clock_wires.png
The bar under the picture is 20 um long.
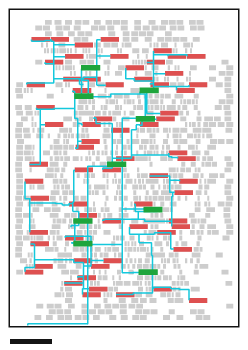
placed.png
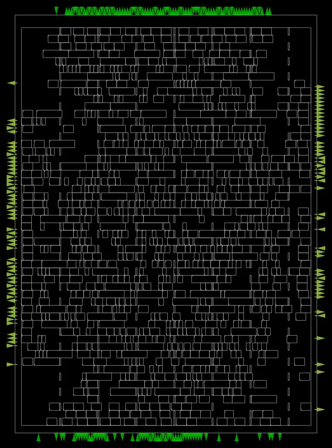
layers.png
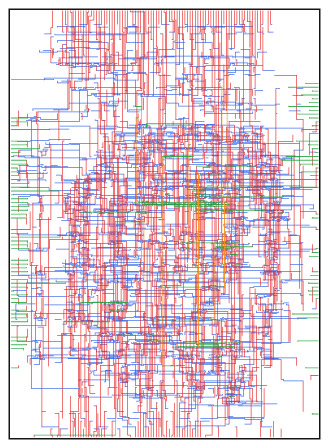
closeup.png
Region (35, 25) to (75, 65) um. Cells in grey, sequential cells in the stronger grey; small squares are vias.
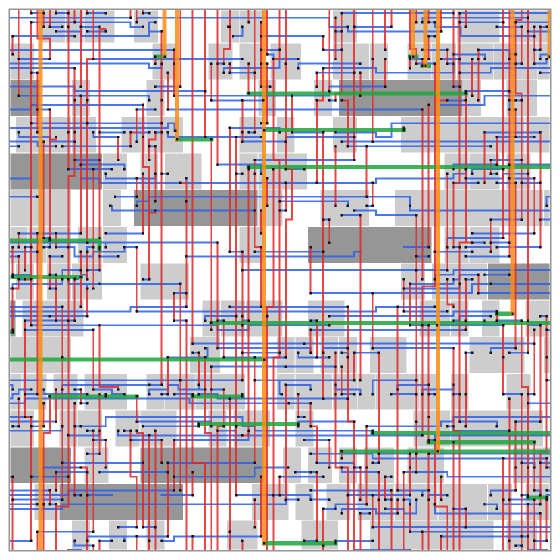
<file path="src/rtl/iu_pkg.sv">
// Shared definitions for the instruction fetch unit: next-PC select
// encodings, FSM state encodings, IR field positions and the PC step.
package iu_pkg;

  localparam int unsigned XLEN   = 32;
  localparam int unsigned CNT_W  = 8;

  // Next-PC mux select encodings
  localparam logic [1:0] PC_SEL_INC = 2'b00;
  localparam logic [1:0] PC_SEL_BR  = 2'b01;
  localparam logic [1:0] PC_SEL_J   = 2'b10;
  localparam logic [1:0] PC_SEL_JR  = 2'b11;

  typedef enum logic [1:0] {
    IU_IDLE = 2'b00,
    IU_REQ  = 2'b01,
    IU_DONE = 2'b10
  } iu_state_e;

  // IR field positions (MIPS-style layout)
  localparam int unsigned OPC_LSB = 26;
  localparam int unsigned OPC_W   = 6;
  localparam int unsigned RS_LSB  = 21;
  localparam int unsigned RT_LSB  = 16;
  localparam int unsigned RD_LSB  = 11;
  localparam int unsigned SH_LSB  = 6;
  localparam int unsigned REG_W   = 5;
  localparam int unsigned FN_LSB  = 0;
  localparam int unsigned FN_W    = 6;
  localparam int unsigned IMM_W   = 16;
  localparam int unsigned JIDX_W  = 26;

  localparam logic [XLEN-1:0] PC_STEP = 32'd4;

endpackage

</file>
<file path="src/rtl/iu_next_pc.sv">
// Combinational next-PC mux.
//   pc_i      current (already incremented) PC
//   se_imm_i  sign-extended immediate from IR
//   jidx_i    26-bit jump index from IR
//   rs_i      register value for jr/jalr
//   pc_sel_i  00 PC+4, 01 branch, 10 jump, 11 rs
//   next_pc_o selected next PC
module iu_next_pc
  import iu_pkg::*;
(
  input  logic [XLEN-1:0]   pc_i,
  input  logic [XLEN-1:0]   se_imm_i,
  input  logic [JIDX_W-1:0] jidx_i,
  input  logic [XLEN-1:0]   rs_i,
  input  logic [1:0]        pc_sel_i,
  output logic [XLEN-1:0]   next_pc_o
);

  always_comb begin
    next_pc_o = pc_i + PC_STEP;
    case (pc_sel_i)
      PC_SEL_INC: next_pc_o = pc_i + PC_STEP;
      PC_SEL_BR:  next_pc_o = pc_i + (se_imm_i << 2);
      PC_SEL_J:   next_pc_o = {pc_i[XLEN-1:XLEN-4], jidx_i, 2'b00};
      PC_SEL_JR:  next_pc_o = rs_i;
    endcase
  end

endmodule

</file>
<file path="src/rtl/instruction_fetch_unit.sv">
// Instruction fetch unit: holds PC and IR, fetches over a req/ack memory
// handshake and decodes IR fields for the datapath.
// Optional feature macro: IU_TIMEOUT_EN (abort a fetch after TIMEOUT_CYCLES
// request cycles without ack).
// Ports:
//   clk, reset (async, active-high)
//   fetch_start, pc_ld, pc_sel[1:0], rs_in[31:0]   control/next-PC inputs
//   imem_rdata[31:0], imem_ack / imem_rd, imem_addr[31:0]   memory handshake
//   busy, ir_valid, fetch_err                       status
//   pc_out, ir_out, se_imm, s_addr, t_addr, d_addr, shamt, opcode, funct   decode
module instruction_fetch_unit
  import iu_pkg::*;
#(
  parameter logic [31:0]  RESET_PC       = 32'h0000_0000,
  parameter int unsigned  TIMEOUT_CYCLES = 16
) (
  input  logic        clk,
  input  logic        reset,
  input  logic        fetch_start,
  input  logic        pc_ld,
  input  logic [1:0]  pc_sel,
  input  logic [31:0] rs_in,
  input  logic [31:0] imem_rdata,
  input  logic        imem_ack,
  output logic        imem_rd,
  output logic [31:0] imem_addr,
  output logic        busy,
  output logic        ir_valid,
  output logic        fetch_err,
  output logic [31:0] pc_out,
  output logic [31:0] ir_out,
  output logic [31:0] se_imm,
  output logic [4:0]  s_addr,
  output logic [4:0]  t_addr,
  output logic [4:0]  d_addr,
  output logic [4:0]  shamt,
  output logic [5:0]  opcode,
  output logic [5:0]  funct
);

  if (TIMEOUT_CYCLES < 2 || TIMEOUT_CYCLES > 255) begin : g_bad_timeout
    $error("TIMEOUT_CYCLES must be in 2..255");
  end

  iu_state_e         state_q, state_d;
  logic [XLEN-1:0]   pc_q, pc_d;
  logic [XLEN-1:0]   ir_q, ir_d;
  logic              err_q, err_d;
  logic [XLEN-1:0]   next_pc;

`ifdef IU_TIMEOUT_EN
  localparam logic [CNT_W-1:0] TO_LAST = CNT_W'(TIMEOUT_CYCLES - 1);
  logic [CNT_W-1:0]  cnt_q, cnt_d;
`endif

  iu_next_pc u_next_pc (
    .pc_i      (pc_q),
    .se_imm_i  (se_imm),
    .jidx_i    (ir_q[JIDX_W-1:0]),
    .rs_i      (rs_in),
    .pc_sel_i  (pc_sel),
    .next_pc_o (next_pc)
  );

  // State and datapath registers
  always_ff @(posedge clk or posedge reset) begin
    if (reset) begin
      state_q <= IU_IDLE;
      pc_q    <= RESET_PC;
      ir_q    <= '0;
      err_q   <= 1'b0;
`ifdef IU_TIMEOUT_EN
      cnt_q   <= '0;
`endif
    end else begin
      state_q <= state_d;
      pc_q    <= pc_d;
      ir_q    <= ir_d;
      err_q   <= err_d;
`ifdef IU_TIMEOUT_EN
      cnt_q   <= cnt_d;
`endif
    end
  end

  // Next-state, PC/IR update and error pulse
  always_comb begin
    state_d = state_q;
    pc_d    = pc_q;
    ir_d    = ir_q;
    err_d   = 1'b0;
`ifdef IU_TIMEOUT_EN
    cnt_d   = cnt_q;
`endif
    case (state_q)
      IU_IDLE: begin
        if (pc_ld) pc_d = next_pc;
        // Alignment is judged on the PC the fetch will actually use
        if (fetch_start) begin
          if (pc_d[1:0] == 2'b00) begin
            state_d = IU_REQ;
`ifdef IU_TIMEOUT_EN
            cnt_d   = '0;
`endif
          end else begin
            err_d = 1'b1;
          end
        end
      end
      IU_REQ: begin
        // Ack beats a simultaneous timeout
        if (imem_ack) begin
          ir_d    = imem_rdata;
          pc_d    = pc_q + PC_STEP;
          state_d = IU_DONE;
        end
`ifdef IU_TIMEOUT_EN
        else if (cnt_q == TO_LAST) begin
          state_d = IU_IDLE;
          err_d   = 1'b1;
          cnt_d   = cnt_q + CNT_W'(1);
        end else begin
          cnt_d = cnt_q + CNT_W'(1);
        end
`endif
      end
      IU_DONE: state_d = IU_IDLE;
      default: state_d = IU_IDLE;
    endcase
  end

  // Status and memory outputs decode directly from registered state
  assign imem_rd   = (state_q == IU_REQ);
  assign imem_addr = pc_q;
  assign busy      = (state_q != IU_IDLE);
  assign ir_valid  = (state_q == IU_DONE);
  assign fetch_err = err_q;

  assign pc_out = pc_q;
  assign ir_out = ir_q;
  assign se_imm = {{(XLEN-IMM_W){ir_q[IMM_W-1]}}, ir_q[IMM_W-1:0]};
  assign opcode = ir_q[OPC_LSB +: OPC_W];
  assign s_addr = ir_q[RS_LSB  +: REG_W];
  assign t_addr = ir_q[RT_LSB  +: REG_W];
  assign d_addr = ir_q[RD_LSB  +: REG_W];
  assign shamt  = ir_q[SH_LSB  +: REG_W];
  assign funct  = ir_q[FN_LSB  +: FN_W];

endmodule

</file>
<file path="config.mk">
export PLATFORM = sky130hd
export DESIGN_NAME = instruction_fetch_unit
export DESIGN_NICKNAME = d
export VERILOG_FILES = /design/src/rtl/iu_pkg.sv /design/src/rtl/iu_next_pc.sv /design/src/rtl/instruction_fetch_unit.sv
export SDC_FILE = /design/constraint.sdc
export NUM_CORES = 1
export LEC_CHECK = 0
export CORE_ASPECT_RATIO = 1.4
export CORE_MARGIN = 2
export CORE_UTILIZATION = 40
export CTS_CLUSTER_DIAMETER = 30
export DETAILED_ROUTE_END_ITERATION = 10
export HOLD_SLACK_MARGIN = 0.15
export PLACE_DENSITY_LB_ADDON = 0.2
export SLEW_MARGIN = 10
export SYNTH_ARGS = -nofsm -noshare
export SYNTH_HDL_FRONTEND = slang
export SYNTH_SLANG_ARGS = --single-unit
</file>
<file path="constraint.sdc">
create_clock -name clk -period 5.3 [get_ports clk]
set_input_delay 1.06 -clock clk [delete_from_list [all_inputs] [get_ports clk]]
set_output_delay 1.06 -clock clk [all_outputs]
set_load 0.01 [all_outputs]
</file>
==> impl_metrics.json <==
{
  "drt_iter0_drc": 362,
  "final_area_um2": 8310,
  "netlist_instances": 810,
  "cp_max_fo": 17,
  "lay_top_count": "clkdlybuf4s50_1",
  "aoi_share": 0.231,
  "tightest_slew_ps": 752,
  "post-synth-top-count-cell": "nand2_1",
  "grt_pass1_wl_mm": 31.7,
  "ff_type": "dfrtp_1",
  "final_nets": 1042,
  "end_kind": "flip-flop",
  "ys_sh_xor": 0.0338,
  "drc": 0,
  "ios": 235,
  "synth-edff-count": 0,
  "dpl_cell_area_um2": 8020,
  "numCtsBuffers": 9,
  "simple_gate_area_frac": 0.230,
  "clockBufferDepth": 2,
  "vias_per_cell": 5.52,
  "fp_util": 0.411,
  "avgSynthCellArea_um2": 7.67,
  "cts.sinks": 67,
  "warnings": 26,
  "fin_crit_ps": 3470,
  "rsz0062_at_grt": "no",
  "yosysTopAreaCell": "dfrtp_1",
  "p_per_area_nw_per_um2": 697,
  "root_buffer": "clkbuf_16",
  "ctsHoldBuffers": 0,
  "place_ws_ps": 1540,
  "portBuffers": 234,
  "grt_max_degree": 39,
  "first_pass_iters": 6,
  "r2r_cells": 8,
  "leakagePower_nw": 3.51,
  "status": "complete, no violations",
  "slew-limit-headroom": 0.498,
  "clk_latency_ps": 340,
  "hold_path_depth": 2,
  "ys_area_um2": 6210,
  "maxCapViolations": 0,
  "arrival_ps": 3660,
  "worstSetupStartpointType": "input pin",
  "drt-total-wl_mm": 20.9,
  "muxShareOfSynthArea": 0.0216,
  "grt.overflow.total": 0,
  "hpwlAfterDp_mm": 15.9,
  "fin_crit_sh": 0.654,
  "max_freq_mhz": 288,
  "yosys_cells": 810,
  "synth_seq_share": 0.270,
  "gp_congestion": 0.963,
  "antenna_found_initial": 0,
  "ys_top_cells_by_count": "nand2_1, buf_4, dfrtp_1",
  "hold_viol": 0,
  "required_ps": 5490,
  "ys_warn_count": 0,
  "setup_ws_ps": 1830
}
## Picture notes: clock_wires.png
legend:
  cyan:
    item: clock wires
    length: 1170 um
  red:
    item: flip-flops
    count: 67
  green:
    item: clock-net drivers
    count: 9
routed clock nets: 10

## Picture notes: placed.png
Core Footprint: 15100 um^2
Layout Utilization: 0.549
Finished Layout Cells: 1136
Rows: 53
filler cell count: 1468

## Picture notes: layers.png
legend:
  green:
    layer: M3
    wire_length: 1210 um
  blue:
    layer: M1
    wire_length: 8250 um
  orange:
    layer: M4
    wire_length: 598 um
  red:
    layer: M2
    wire_length: 10800 um
GRT Total Usage: 0.250
Vias: 6270

## Picture notes: closeup.png
legend:
  orange:
    layer: M4
  red:
    layer: M2
  blue:
    layer: M1
  green:
    layer: M3
sequential cells in the window: 7
netlist names of flops here include: `imem_addr` (7)
cells with their middle in the window: 133
most frequent: o21ai_0 (17), nor2_1 (16), nand2_1 (15)

sequential cells by signal, indices dropped and copies added (netlist names):
| register | cells |
|---|---|
| imem_addr | 32 |
| ir_out | 32 |
| state_q | 2 |
| fetch_err | 1 |
final timing paths:
kind	start	end	slack [ps]
min	ir_out[29]	ir_out[29]	510
max	pc_ld	imem_addr[14]	1830
max in group asynchronous	reset	imem_addr[30]	3100
min reg2reg	ir_out[29]	ir_out[29]	510
min in group asynchronous	reset	ir_out[30]	1180
max reg2reg	ir_out[15]	imem_addr[28]	2000
final cells by class:
type / instances / area, um^2 / area share
Inverter: 16 / 60.1 / 0.00723
Timing Repair Buffer: 247 / 2440 / 0.294
Clock inverter: 5 / 55.1 / 0.00663
Clock buffer: 10 / 229 / 0.0276
Multi-Input combinational cell: 599 / 3610 / 0.434
Sequential cell: 67 / 1680 / 0.202
Tap cell: 192 / 240 / 0.0289
power by group:
| part | switching [mW] | internal (mW) |
|---|---|---|
| clock | 0.242 | 0.360 |
| sequential | 0.471 | 0.747 |
| combinational | 1.99 | 1.97 |
per-layer routing:
| metal | share of wire | vias to the layer above | global-route usage |
|---|---|---|---|
| met3 | 0.058 | 31 | 0.0349 |
| met4 | 0.029 | 0 | 0.101 |
| met5 | 0 | - | 0 |
| met1 | 0.39 | 2977 | 0.298 |
| li1 | - | 3041 | - |
| met2 | 0.52 | 221 | 0.447 |
worst max-delay path, cell delays in order:
cell,delay [ps]
clkdlybuf4s50_1,890
mux2i_1,180
nor2_1,450
nand2_1,300
nor3_1,500
nand3_1,130
o221ai_1,90
a21oi_1,60
Power figures rest on the tool's default switching activity, not on a simulated workload.
